File: src/rtl/mdr_seq.sv
// rtl/mdr_seq.sv - SAP-II MDR/RAM access sequencer
// Moore FSM; every output is a flop fed from a decode of the next state, so strobes are glitch-free.
module mdr_seq #(
  parameter int WAIT_CYCLES = 2
) (
  input  logic CLK,
  input  logic CLR,
  input  logic rd_req,
  input  logic wr_req,
  output logic busy,
  output logic done,
  output logic op,
  output logic nLw,
  output logic nLr,
  output logic Ew,
  output logic Er,
  output logic nWE,
  output logic nOE
);

  typedef enum logic [2:0] {
    IDLE     = 3'd0,
    W_LOAD   = 3'd1,
    W_DRIVE  = 3'd2,
    W_END    = 3'd3,
    R_ACCESS = 3'd4,
    R_LATCH  = 3'd5,
    R_DRIVE  = 3'd6
  } state_t;

  typedef struct packed {
    logic busy;
    logic done;
    logic nlw;
    logic nlr;
    logic ew;
    logic er;
    logic nwe;
    logic noe;
  } outs_t;

  localparam logic [3:0] CNT_LOAD = 4'(WAIT_CYCLES - 1);
  localparam outs_t OUTS_IDLE = '{busy: 1'b0, done: 1'b0, nlw: 1'b1, nlr: 1'b1,
                                  ew: 1'b0, er: 1'b0, nwe: 1'b1, noe: 1'b1};

  state_t     state, state_nx;
  logic [3:0] cnt, cnt_nx;
  // op doubles as the round-robin last-grant flag: both always hold the most recent grant.
  logic       op_q, op_nx;
  outs_t      outs_q, outs_d;

  always_ff @(posedge CLK or posedge CLR) begin
    if (CLR) begin
      state  <= IDLE;
      cnt    <= 4'd0;
      op_q   <= 1'b0;
      outs_q <= OUTS_IDLE;
    end else begin
      state  <= state_nx;
      cnt    <= cnt_nx;
      op_q   <= op_nx;
      outs_q <= outs_d;
    end
  end

  always_comb begin
    state_nx = state;
    cnt_nx   = cnt;
    op_nx    = op_q;
    case (state)
      IDLE: begin
        // On a tie, write wins only if the previous grant was a read.
        if (wr_req && (!rd_req || !op_q)) begin
          state_nx = W_LOAD;
          op_nx    = 1'b1;
        end else if (rd_req) begin
          state_nx = R_ACCESS;
          op_nx    = 1'b0;
          cnt_nx   = CNT_LOAD;
        end
      end
      W_LOAD: begin
        state_nx = W_DRIVE;
        cnt_nx   = CNT_LOAD;
      end
      W_DRIVE: begin
        if (cnt == 4'd0) state_nx = W_END;
        else             cnt_nx   = cnt - 4'd1;
      end
      W_END:   state_nx = IDLE;
      R_ACCESS: begin
        if (cnt == 4'd0) state_nx = R_LATCH;
        else             cnt_nx   = cnt - 4'd1;
      end
      R_LATCH: state_nx = R_DRIVE;
      R_DRIVE: state_nx = IDLE;
      default: state_nx = IDLE;
    endcase
  end

  always_comb begin
    outs_d = OUTS_IDLE;
    case (state_nx)
      W_LOAD: begin
        outs_d.busy = 1'b1;
        outs_d.nlw  = 1'b0;
      end
      W_DRIVE: begin
        outs_d.busy = 1'b1;
        outs_d.er   = 1'b1;
        outs_d.nwe  = 1'b0;
      end
      W_END: begin
        // Keep driving the RAM bus one cycle past the strobe for data hold.
        outs_d.busy = 1'b1;
        outs_d.er   = 1'b1;
        outs_d.done = 1'b1;
      end
      R_ACCESS: begin
        outs_d.busy = 1'b1;
        outs_d.noe  = 1'b0;
      end
      R_LATCH: begin
        outs_d.busy = 1'b1;
        outs_d.noe  = 1'b0;
        outs_d.nlr  = 1'b0;
      end
      R_DRIVE: begin
        outs_d.busy = 1'b1;
        outs_d.ew   = 1'b1;
        outs_d.done = 1'b1;
      end
      default: outs_d = OUTS_IDLE;
    endcase
  end

  assign busy = outs_q.busy;
  assign done = outs_q.done;
  assign op   = op_q;
  assign nLw  = outs_q.nlw;
  assign nLr  = outs_q.nlr;
  assign Ew   = outs_q.ew;
  assign Er   = outs_q.er;
  assign nWE  = outs_q.nwe;
  assign nOE  = outs_q.noe;

endmodule

File: config.mk
export PLATFORM = sky130hd
export DESIGN_NAME = mdr_seq
export DESIGN_NICKNAME = d
export VERILOG_FILES = /design/src/rtl/mdr_seq.sv
export SDC_FILE = /design/constraint.sdc
export NUM_CORES = 1
export LEC_CHECK = 0
export CORE_MARGIN = 10
export CORE_UTILIZATION = 45
export CTS_CLUSTER_SIZE = 24
export DETAILED_ROUTE_END_ITERATION = 7
export PLACE_DENSITY = 0.67
export SETUP_SLACK_MARGIN = 0.3
export SYNTH_ARGS = -nofsm -noshare
export SYNTH_HDL_FRONTEND = slang
export SYNTH_SLANG_ARGS = --single-unit
File: constraint.sdc
create_clock -name CLK -period 2 [get_ports CLK]
set_input_delay 0.5 -clock CLK [delete_from_list [all_inputs] [get_ports CLK]]
set_output_delay 0.5 -clock CLK [all_outputs]
set_load 0.02 [all_outputs]
### Register map, names as in the netlist, run 1

Scale: 8 px per um.
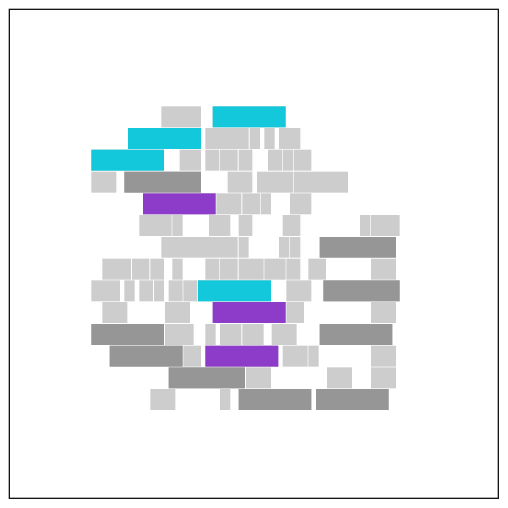
[state] purple | flops: 3
[cnt] cyan | flops: 4
not coloured: 9

### Placement density heat map, run 1

Scale: 6 px per um. 6 x 6 tiles, from white (low) to dark blue (high), 0 to 100% covered.
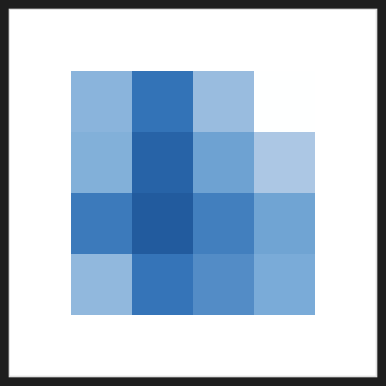
nearly empty tiles: 58%
mean over tiles: 24%
emptiest ninth of the die: top right
fullest tile: 83%
tiles over 75% full: 5.6%
densest ninth of the die: middle
Core Util, Final: 0.596
floorplan utilization: 0.489
core region area: 1540 um^2

### PDN straps and rails, run 1

Scale: 6 px per um. Pins as bars on the die edge. Tap cells in grey.
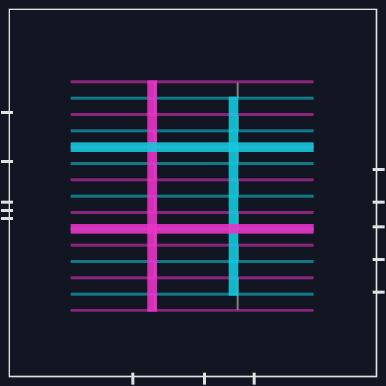
[VDD] cyan
[VSS] magenta
rows: 14
tap cells: 16
Max rail drop VDD: 0.000966 V
die width: 60.9 um
Die Ht: 60.9 um

==> flow_metrics.env, run 1 <==
# physical design summary
export IMPL_status="finished clean"
export IMPL_wirelength_mm=1.41
export IMPL_grt_pass1_vias=542
export IMPL_slew_headroom=0.599
export IMPL_crit_required_ns=1.50
export IMPL_nNetsFinal=89
export IMPL_final_setup_tns_ns=0
export IMPL_xor_share=0.0232
export IMPL_intPower_uw=925
export IMPL_openroad_warnings=26
export IMPL_synthMostInstantiatedCell="dfrtp_1"
export IMPL_place_gp_congestion=0.763
export IMPL_pwr_group_combinational_uw=759
export IMPL_hold_viol_final=0
export IMPL_firstDrtPassIters=4
export IMPL_setup_violations=0
export IMPL_synth_nets=72
export IMPL_syn_area_um2=754
export IMPL_async_reset_ff_frac=1.00
export IMPL_crit_type="reg -> out"
export IMPL_lay_top_count="dfrtp_1"
export IMPL_top_cells_by_area="dfrtp_1 (40%), dfstp_2 (14%), o221ai_4 (3.5%)"
export IMPL_finalPower_mw=1.56
export IMPL_drv_slew=0
export IMPL_instances_no_fill=99
export IMPL_num_vias=536
export IMPL_diodes=0
export IMPL_fin_hold_ws_ns=0.516
export IMPL_grt_setup_unrepaired="no"
export IMPL_ys_types=35
export IMPL_arrival_ns=1.15
export IMPL_synthTopCellsByCount="dfrtp_1 (12), nand2_1 (5), nor2_1 (5)"
export IMPL_p_seq_uw=580
export IMPL_place_inst=95
export IMPL_cp_start_kind="flop"
export IMPL_ys_sh_simple=0.201
export IMPL_cts_buffer_depth=2
export IMPL_place_area_um2=893
export IMPL_drt_iter0_drc=9
export IMPL_pre_cts_ws_ns=0.126
export IMPL_synth_avg_cell_area_um2=11.3
export IMPL_p_leak_nw=0.432
export IMPL_timing_rr_end="cnt[1]"
export IMPL_maxPowerGroup="combinational logic"
export IMPL_logic_family="simple AND/OR/NAND/NOR gates"
export IMPL_grt_usage=0.0857
export IMPL_powerClk_uw=217
export IMPL_path_depth=1
export IMPL_worst_setup_path_end_kind="output port"
export IMPL_r2r_start="cnt[0]"
export IMPL_p_switching_uw=632
export IMPL_io_pin_count=13
export IMPL_power_density_nw_per_um2=1690
export IMPL_period_used=0.824
export IMPL_clk_latency_ns=0.29
export IMPL_flop_cell="dfrtp_1"
export IMPL_postLayoutSetupSlackWorst_ns=0.352
export IMPL_hold_path_end="cnt[0]"
export IMPL_slowest_stage="dfstp_2"
export IMPL_cts_setup_buffers=0
export IMPL_yosys_warnings=0
export IMPL_ant_nets=0
export IMPL_top_area_cell="dfrtp_1"
export IMPL_drc_errors=0
export IMPL_comb_power_share=0.488
export IMPL_clk_pin_slew_ns=0.10
export IMPL_fmax_mhz=607
export IMPL_cts_buffers=3
export IMPL_cts_resized=9
export IMPL_hold_class="reg -> reg"
export IMPL_synth_adder_area_share=0.0166
export IMPL_fin_area_um2=918
export IMPL_ys_sh_aoi=0.143
==> run 1: final cells by class <==
| cell class | count | area, um^2 |
|---|---|---|
| well taps | 16 | 20.0 |
| repair buffers | 14 | 124 |
| inverters | 5 | 18.8 |
| fillers | 136 | 623 |
| clock buffers | 4 | 36.3 |
| multi-input cells | 44 | 314 |
| flip-flops and latches | 16 | 405 |
==> run 1: flip-flops by register name (all words and copies together) (netlist names) <==
signal,count
Er,1
Ew,1
busy,1
cnt,4
done,1
nLr,1
nLw,1
nOE,1
nWE,1
op,1
state,3
==> run 1: per-layer routing <==
layer  track usage  wire length (um)  vias to the layer above
met5             0                 0                        -
li1              -                 -                      267
met4        0.0564                25                        0
met3        0.0334               108                        4
met1        0.0969               661                      251
met2         0.131               614                       14
==> run 1 -> run 2 <==
clock period = 1.7 ns   (was 2 ns; I/O delays follow)
### PDN straps and rails, run 2

Scale: 6 px per um. Pins as bars on the die edge. Tap cells in grey.
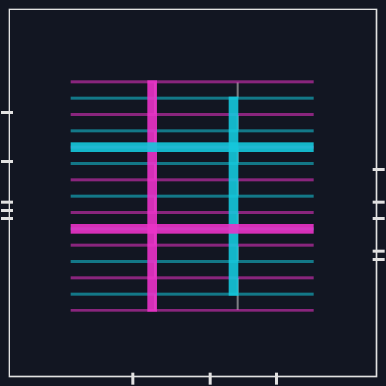
[VSS] magenta
[VDD] cyan
rows: 14
met1 rails: 15
tap cells: 16
met4 straps: 2
met5 straps: 2
Max rail drop VDD: 0.000955 V

### Register map, names as in the netlist, run 2

Scale: 8 px per um.
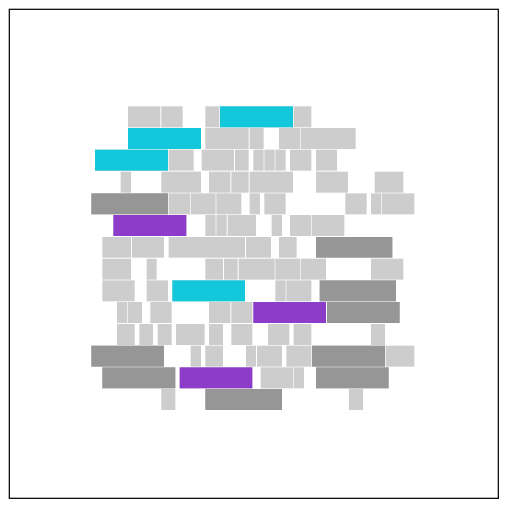
[cnt] cyan | flops: 4
[state] purple | flops: 3
not coloured: 9
fraction of area in registers: 0.392
sequential cell area: 405 um^2
P_seq: 679 uW
Core Util, Final: 0.671

### Placement density heat map, run 2

Scale: 6 px per um. 6 x 6 tiles, from white (low) to dark blue (high), 0 to 100% covered.
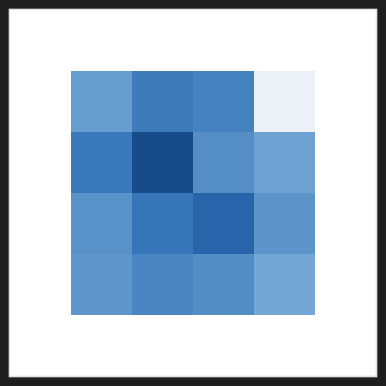
fullest tile: 89%
emptiest ninth of the die: top right
tiles over 75% full: 5.6%

==> flow_metrics.env, run 2 <==
# physical design summary
export IMPL_status="finished clean"
export IMPL_comb_area_um2=334
export IMPL_comb_power_share=0.560
export IMPL_slew_headroom=0.766
export IMPL_synth_avg_cell_area_um2=11.3
export IMPL_drc_errors=0
export IMPL_cp_start_kind="flop"
export IMPL_place_area_um2=923
export IMPL_intPower_mw=1.31
export IMPL_power_density_nw_per_um2=2060
export IMPL_busiest_layer="met2"
export IMPL_fp_util=0.489
export IMPL_cts_buffers=3
export IMPL_path_depth=6
export IMPL_setup_violations=0
export IMPL_grt_pass1_vias=559
export IMPL_largest_registers="cnt: 4 flops, state: 3 flops"
export IMPL_largest_register="cnt"
export IMPL_ys_types=35
export IMPL_finalPower_mw=2.13
export IMPL_pre_cts_ws_ns=-0.0311
export IMPL_fmax_mhz=647
export IMPL_wirelength_met1_um=677
export IMPL_syn_area_um2=754
export IMPL_crit_required_ns=1.89
export IMPL_hold_viol_final=0
export IMPL_synth_adder_area_share=0.0166
export IMPL_drt_iter0_drc=0
export IMPL_fin_area_um2=1030
export IMPL_ys_sh_simple=0.201
export IMPL_wl_met2_um=703
export IMPL_cts_buffer_depth=2
export IMPL_r2r_start="cnt[0]"
export IMPL_met3_length_um=103
export IMPL_clk_pin_slew_ns=0.10
export IMPL_use_met1=0.100
export IMPL_clk_latency_ns=0.30
export IMPL_final_setup_tns_ns=0
export IMPL_async_reset_ff_frac=1.00
export IMPL_lay_top_count="dfrtp_1"
export IMPL_use_met2=0.132
export IMPL_p_switching_uw=825
export IMPL_num_vias=580
export IMPL_place_inst=99
export IMPL_cts_resized=27
export IMPL_highest_layer="met4"
export IMPL_largest_register_ffs=4
export IMPL_xor_share=0.0232
export IMPL_timing_rr_end="cnt[1]"
export IMPL_worst_setup_path_end_kind="flop"
export IMPL_period_used=0.909
export IMPL_logic_family="simple AND/OR/NAND/NOR gates"
export IMPL_grt_setup_unrepaired="yes"
export IMPL_nNetsFinal=100
export IMPL_io_pin_count=13
export IMPL_yosys_warnings=0
export IMPL_top_area_cell="dfrtp_1"
export IMPL_fill_cells=122
export IMPL_grtUsageMet3=0.0438
export IMPL_flop_cell="dfrtp_1"
export IMPL_die_h_um=60.9
export IMPL_place_gp_congestion=0.720
export IMPL_arrival_ns=1.74
export IMPL_slowest_stage="dfrtp_1"
export IMPL_core_area_um2=1540
export IMPL_p_leak_nw=0.493
-- run 2: cell type report --
cell class / instances / area share
sequential: 16 / 0.392
multi-input combinational: 44 / 0.323
timing repair buffer: 25 / 0.213
clock buffer: 4 / 0.0351
tap: 16 / 0.0193
inverter: 5 / 0.0181
-- run 2: power groups by stage --
stage          registers, mW  clock network, mW  logic [mW]
5_1_grt                0.698              0.277        1.31
2_1_floorplan          0.759                  0       0.601
3_5_place_dp           0.685                  0       0.982
3_3_place_gp           0.678                  0       0.972
6_report               0.679              0.257        1.19
4_1_cts                0.667              0.263        1.07
-- run 2: logic make-up after synthesis --
logic type,after synthesis
xor+xnor,2
simple gates,26
buf+inv,7
flops,16
compound gates,13
mux,2
fa+ha+maj,1
Power figures rest on the tool's default switching activity, not on a simulated workload.
